Fig. 1: run 1, nets reached from selected ports
(4 px per um)
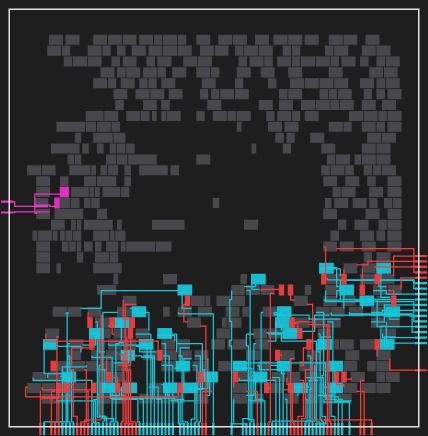
Fig. 2: run 1, layout detail
Window x 66 to 86, y 68 to 88 um. Cells in grey, sequential cells in the stronger grey; small squares are vias.
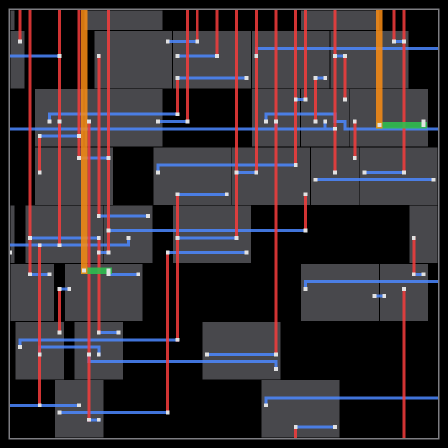
Fig. 3: run 1, clock nets
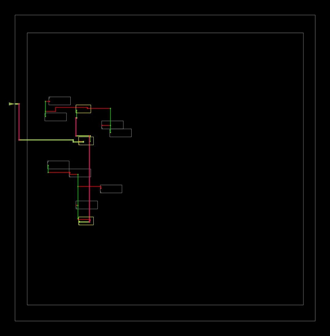
<file path="src/rtl/ebi_snoop_arbiter.sv">
// ebi_snoop_arbiter: shares the EBI master's single snoop request/response port among NUM_REQ snoop
// sources. Round-robin grant, one snoop in flight at a time. The grant is held from the request
// handshake through the last response beat, so responses always route back to the issuing source.
// Handshake rule on every channel: a transfer happens in a cycle where valid and ready are both high.
// The sender holds valid and payload stable until that cycle. No ready output depends combinationally
// on the valid of the same channel.
module ebi_snoop_arbiter #(
    parameter int NUM_REQ          = 2,
    parameter int PADDR_WIDTH      = 32,
    parameter int DATA_WIDTH       = 64,
    parameter int CACHELINE_LENGTH = 512
) (
    input  logic                           clk,
    input  logic                           rst,
    input  logic [NUM_REQ-1:0]             req_snvalid_i,
    output logic [NUM_REQ-1:0]             req_snready_o,
    input  logic [NUM_REQ*PADDR_WIDTH-1:0] req_addr_i,
    input  logic [NUM_REQ*4-1:0]           req_snoop_i,
    output logic [NUM_REQ-1:0]             rsp_snvalid_o,
    input  logic [NUM_REQ-1:0]             rsp_snready_i,
    output logic                           rsp_has_data_o,
    output logic [DATA_WIDTH-1:0]          rsp_dat_o,
    output logic                           rsp_ack_o,
    output logic                           ebi_snvalid_o,
    input  logic                           ebi_snready_i,
    output logic [PADDR_WIDTH-1:0]         ebi_sn_addr_o,
    output logic [3:0]                     ebi_sn_snoop_o,
    input  logic                           ebi_rsp_snvalid_i,
    output logic                           ebi_rsp_snready_o,
    input  logic                           ebi_rsp_has_data_i,
    input  logic [DATA_WIDTH-1:0]          ebi_rsp_dat_i,
    input  logic                           ebi_ack_i,
    output logic                           busy_o,
    output logic [$clog2(NUM_REQ)-1:0]     owner_o
);

    localparam int BEATS = CACHELINE_LENGTH / DATA_WIDTH;
    localparam int OW    = $clog2(NUM_REQ);
    localparam int CW    = $clog2(BEATS) + 1;

    typedef enum logic [1:0] {
        ST_IDLE  = 2'd0,
        ST_ISSUE = 2'd1,
        ST_RESP  = 2'd2
    } state_e;

    state_e        state_q, state_d;
    logic [OW-1:0] owner_q, owner_d;
    logic [OW-1:0] rr_ptr_q, rr_ptr_d;
    logic [CW-1:0] beat_cnt_q, beat_cnt_d;

    logic [OW-1:0] cand;
    logic [OW-1:0] pick_idx;
    logic          pick_found;
    logic          rsp_beat;
    logic          rsp_last;

    // Round-robin search: first valid requester starting at rr_ptr and wrapping modulo NUM_REQ.
    always_comb begin
        pick_found = 1'b0;
        pick_idx   = rr_ptr_q;
        cand       = '0;
        for (int i = 0; i < NUM_REQ; i++) begin
            cand = OW'((int'(rr_ptr_q) + i) % NUM_REQ);
            if (!pick_found && req_snvalid_i[cand]) begin
                pick_found = 1'b1;
                pick_idx   = cand;
            end
        end
    end

    // A beat is a response handshake with the owner. A beat is the last one if it is dataless or it is the final line beat.
    always_comb begin
        rsp_beat = (state_q == ST_RESP) && ebi_rsp_snvalid_i && rsp_snready_i[owner_q];
        rsp_last = !ebi_rsp_has_data_i || (beat_cnt_q == CW'(BEATS - 1));
    end

    // State register: synchronous active-high reset drops any transaction in flight.
    always_ff @(posedge clk) begin
        if (rst) begin
            state_q    <= ST_IDLE;
            owner_q    <= '0;
            rr_ptr_q   <= '0;
            beat_cnt_q <= '0;
        end else begin
            state_q    <= state_d;
            owner_q    <= owner_d;
            rr_ptr_q   <= rr_ptr_d;
            beat_cnt_q <= beat_cnt_d;
        end
    end

    // Next state: arbitrate in IDLE, issue the request, then count response beats until done.
    always_comb begin
        state_d    = state_q;
        owner_d    = owner_q;
        rr_ptr_d   = rr_ptr_q;
        beat_cnt_d = beat_cnt_q;
        case (state_q)
            ST_IDLE: begin
                if (pick_found) begin
                    owner_d = pick_idx;
                    state_d = ST_ISSUE;
                end
            end
            ST_ISSUE: begin
                // A withdrawn request releases the grant without moving priority.
                if (!req_snvalid_i[owner_q]) begin
                    state_d = ST_IDLE;
                end else if (ebi_snready_i) begin
                    state_d    = ST_RESP;
                    beat_cnt_d = '0;
                end
            end
            ST_RESP: begin
                if (rsp_beat) begin
                    if (rsp_last) begin
                        state_d    = ST_IDLE;
                        beat_cnt_d = '0;
                        rr_ptr_d   = (owner_q == OW'(NUM_REQ - 1)) ? '0 : owner_q + 1'b1;
                    end else begin
                        beat_cnt_d = beat_cnt_q + 1'b1;
                    end
                end
            end
            default: state_d = ST_IDLE;
        endcase
    end

    // Outputs: route the owner's request to the EBI and route the EBI response back to the owner; all quiet in IDLE.
    always_comb begin
        req_snready_o     = '0;
        rsp_snvalid_o     = '0;
        rsp_has_data_o    = 1'b0;
        rsp_dat_o         = '0;
        rsp_ack_o         = 1'b0;
        ebi_snvalid_o     = 1'b0;
        ebi_sn_addr_o     = '0;
        ebi_sn_snoop_o    = '0;
        ebi_rsp_snready_o = 1'b0;
        case (state_q)
            ST_ISSUE: begin
                ebi_snvalid_o          = req_snvalid_i[owner_q];
                ebi_sn_addr_o          = req_addr_i[int'(owner_q)*PADDR_WIDTH +: PADDR_WIDTH];
                ebi_sn_snoop_o         = req_snoop_i[int'(owner_q)*4 +: 4];
                req_snready_o[owner_q] = ebi_snready_i;
            end
            ST_RESP: begin
                rsp_snvalid_o[owner_q] = ebi_rsp_snvalid_i;
                ebi_rsp_snready_o      = rsp_snready_i[owner_q];
                rsp_has_data_o         = ebi_rsp_has_data_i;
                rsp_dat_o              = ebi_rsp_dat_i;
                rsp_ack_o              = ebi_ack_i;
            end
            default: ;
        endcase
    end

    assign busy_o  = (state_q != ST_IDLE);
    assign owner_o = owner_q;

endmodule

</file>
<file path="config.mk">
export PLATFORM = sky130hd
export DESIGN_NAME = ebi_snoop_arbiter
export DESIGN_NICKNAME = d
export VERILOG_FILES = /design/src/rtl/ebi_snoop_arbiter.sv
export SDC_FILE = /design/constraint.sdc
export NUM_CORES = 1
export LEC_CHECK = 0
export CAP_MARGIN = 20
export CORE_AREA = 4 4 98 100
export CTS_BUF_LIST = sky130_fd_sc_hd__clkbuf_4 sky130_fd_sc_hd__clkbuf_8 sky130_fd_sc_hd__clkbuf_16
export CTS_CLUSTER_DIAMETER = 60
export CTS_CLUSTER_SIZE = 30
export DETAILED_ROUTE_END_ITERATION = 12
export DIE_AREA = 0 0 102 104
export GPL_TIMING_DRIVEN = 0
export PLACE_DENSITY = 0.68
export SLEW_MARGIN = 25
export SYNTH_ARGS = -nofsm -noshare
export SYNTH_HDL_FRONTEND = slang
export SYNTH_SLANG_ARGS = --single-unit
</file>
<file path="constraint.sdc">
create_clock -name clk -period 3.96 [get_ports clk]
set_input_delay 0.792 -clock clk [delete_from_list [all_inputs] [get_ports clk]]
set_output_delay 0.792 -clock clk [all_outputs]
set_load 0.02 [all_outputs]
</file>
==> job_summary.md, run 1 <==
### Metrics collected by this job

| Metric | Value |
|---|---|
| Vias in the first global route | approximately 2300 |
| Vias per cell | 4.27 |
| Post-synth top cells | and2_1 (66), nor2_1 (46), mux2i_1 (37) |
| Core Area | 8680 um^2 |
| Total grt overflow | 0 |
| Worst vdd rail ir drop | approximately 110 uV |
| Leakage | 1.56 nW |
| Pre-antenna DRT Iters | 4 |
| Xor+xnor area frac | 0 |
| DRC | 0 |
| Clk. pwr | 0.101 mW |
| Worst Tran Pin Value | about 560 ps |
| Ao+oa area frac | 0.0867 |
| Routability cong. | ~0.8 |
| Sequential share of the synthesized area | 0.106 |
| RSZ-0062 raised after global routing | false |
| CP startpoint kind | input port |
| Flop area | 160 um^2 |
| Gate Area | 1260 um^2 |
| Total GRT Usage | 0.161 |
| Critical path's largest stage delay | 640 ps |
| Placed Area | 4190 um^2 |
| Setup Buffers After CTS | 0 |
| Hold WS | 501 ps |
| Worst hold path type | flop to flop |
| Fin nets | around 620 |
| H-tree Lvls | 1 |
| Critical Path AT | 2300 ps |
| Routed len/inst | between 15 and 20 um |
| Seq pwr | 0.0882 mW |
| Fill cell count | a little over 800 |
| Setup_tns | 0 ps |
| Main power group | combinational logic |
| RR Startpoint | state_q[1] |
| Clock slew at reported path FFs | around 40 ps |
| Crit-path max FO | 6 |
| Ant. Diodes | 0 |
| Comb pwr share | 0.728 |
| P_int | roughly 0.44 mW |
| R2R depth | 4 |
| Synthesized area | 1520 um^2 |
| Inverters | 2 |
| Clock buffer depth | 2 |
| Buf+Inv Stages, Crit Path | 2 |
| Top flop regs | beat_cnt_q (4), state_q (2) |
| Status | finished clean |
| Synth top cell by count | and2_1 |
| Clock power frac | 0.145 |
Back to the opening pictures, Fig. 1:
[cyan] req_addr_i | direction: input | end cells: 32 | buffers: 64 | wire: 1720 um
[magenta] rsp_snvalid_o | direction: output | end cells: 2 | buffers: 2 | wire: 39.5 um
[red] ebi_sn_addr_o | direction: output | end cells: 32 | buffers: 32 | wire: 769 um
Ports: 256
PortBufs: 254

Back to the opening pictures, Fig. 2:
[orange] M4
[blue] M1
[green] M3
[red] M2
cells with their middle in the window: 26
sequential cells in the window: 0
most frequent: clkdlybuf4s50_1 (17), and2_1 (9)

Back to the opening pictures, Fig. 3:
CTS Sinks: 8
Flops: 8
clk latency late pin: 230 ps
clock buffers: 3
CTS Buf Count: 3

-- run 1: worst max path at each step --
stage                                 from                end  depth (start not counted)
after floorplan                    owner_o  ebi_sn_addr_o[27]                          4
after global placement    req_snvalid_i[0]      ebi_snvalid_o                          4
after detailed placement  req_snvalid_i[0]      ebi_snvalid_o                          4
after CTS                 req_snvalid_i[0]      ebi_snvalid_o                          4
after global routing      req_snvalid_i[0]      ebi_snvalid_o                          4
final                     req_snvalid_i[0]      ebi_snvalid_o                          4
-- run 1: per-layer routing --
metal | global-route usage | routed length (um) | part of all wire | vias to the layer above
met3 | 0.0288 | 755 | 0.082 | 18
met4 | 0.0422 | 182 | 0.020 | 0
met2 | 0.302 | 5000 | 0.54 | 122
li1 | - | - | - | 1239
met5 | 0 | 0 | 0 | -
met1 | 0.183 | 3300 | 0.36 | 1108
==> run 2: changes to the inputs <==
PLACE_DENSITY = 0.7   (was 0.68)
clock period = 2.6 ns   (was 3.96 ns; I/O delays follow)
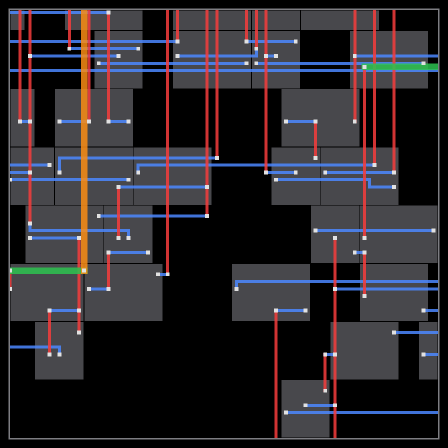
Fig. 4. Layout detail (run 2).
Window x 66 to 86, y 68 to 88 um. Cells in grey, sequential cells in the stronger grey; small squares are vias.
[red] M2
[orange] M4
[green] M3
[blue] M1
most frequent: clkdlybuf4s50_1 (12), and2_1 (8), dlygate4sd2_1 (2)
cells with their middle in the window: 22
sequential cells in the window: 0

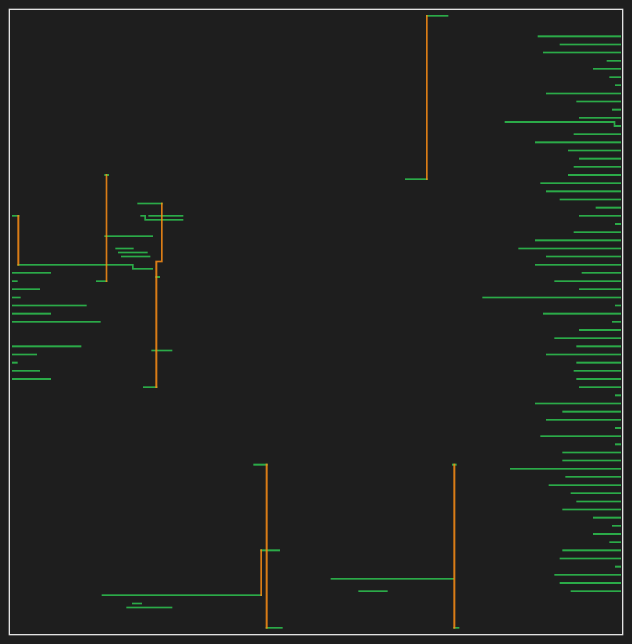
Fig. 5. Metal layers overlaid (run 2).
(6 px per um) Only two layers are drawn.
[green] M3 | wire length: 791 um
[orange] M4 | wire length: 146 um
final wirelength: 9290 um
routed len/inst: 15.9 um
vias: 2457
Total GRT Usage: 0.161

==> job_summary.md, run 2 <==
### Metrics collected by this job

| Metric | Value |
|---|---|
| H-tree Lvls | 1 |
| Highest routed layer | met4 |
| Status | finished clean |
| Hold WS | 484 ps |
| Ports | 256 |
| Seq pwr | about 0.14 mW |
| Vias in the first global route | 2421 |
| Setup_tns | 0 ps |
| Clk latency late pin | 230 ps |
| RSZ-0062 raised after global routing | true |
| Fin nets | 624 |
| Critical path's largest stage delay | 610 ps |
| Worst Setup EP | rsp_dat_o[0] |
| Post-synth top cells | and2_1 (66), nor2_1 (46), mux2i_1 (37) |
| Clock slew at reported path FFs | ~40 ps |
| DRC | 0 |
| Vias per cell | 4.21 |
| P_int | 0.663 mW |
| Total grt overflow | 0 |
| Most Crowded Layer GR | met2 |
| Pre-antenna DRT Iters | 4 |
| Met3 WL post-DR | ~790 um |
| Placed Area | 4190 um^2 |
| CP startpoint kind | flop |
| Worst path depth | 4 |
| PortBufs | ~250 |
| Critical Path AT | 1980 ps |
| Met3 GRT Util | 0.0329 |
| Synth top cell by count | and2_1 |
run 2: what timing repair did:
| action | CTS | global route |
|---|---|---|
| gates resized | 17 | 31 |
| buffers inserted | 0 | 0 |
| gates cloned | 0 | 0 |
| setup endpoints to repair | 35 | 78 |
run 2: cell type report:
class	count	area (um^2)
Clock buffer	3	41.3
Inverter	2	7.51
Tap cell	108	135
Sequential cell	8	163
Multi-Input combinational cell	191	1260
Buffer	17	92.6
Fill cell	840	4390
Timing Repair Buffer	254	2580
run 2: kinds of logic after synthesis:
group	synth area share
muxes	0.267
AOI/OAI and AO/OA	0.0867
adders and majority gates	0.00826
DFF	0.106
buffers and inverters	0.0603
and+or+nand+nor	0.472
Power figures rest on the tool's default switching activity, not on a simulated workload.
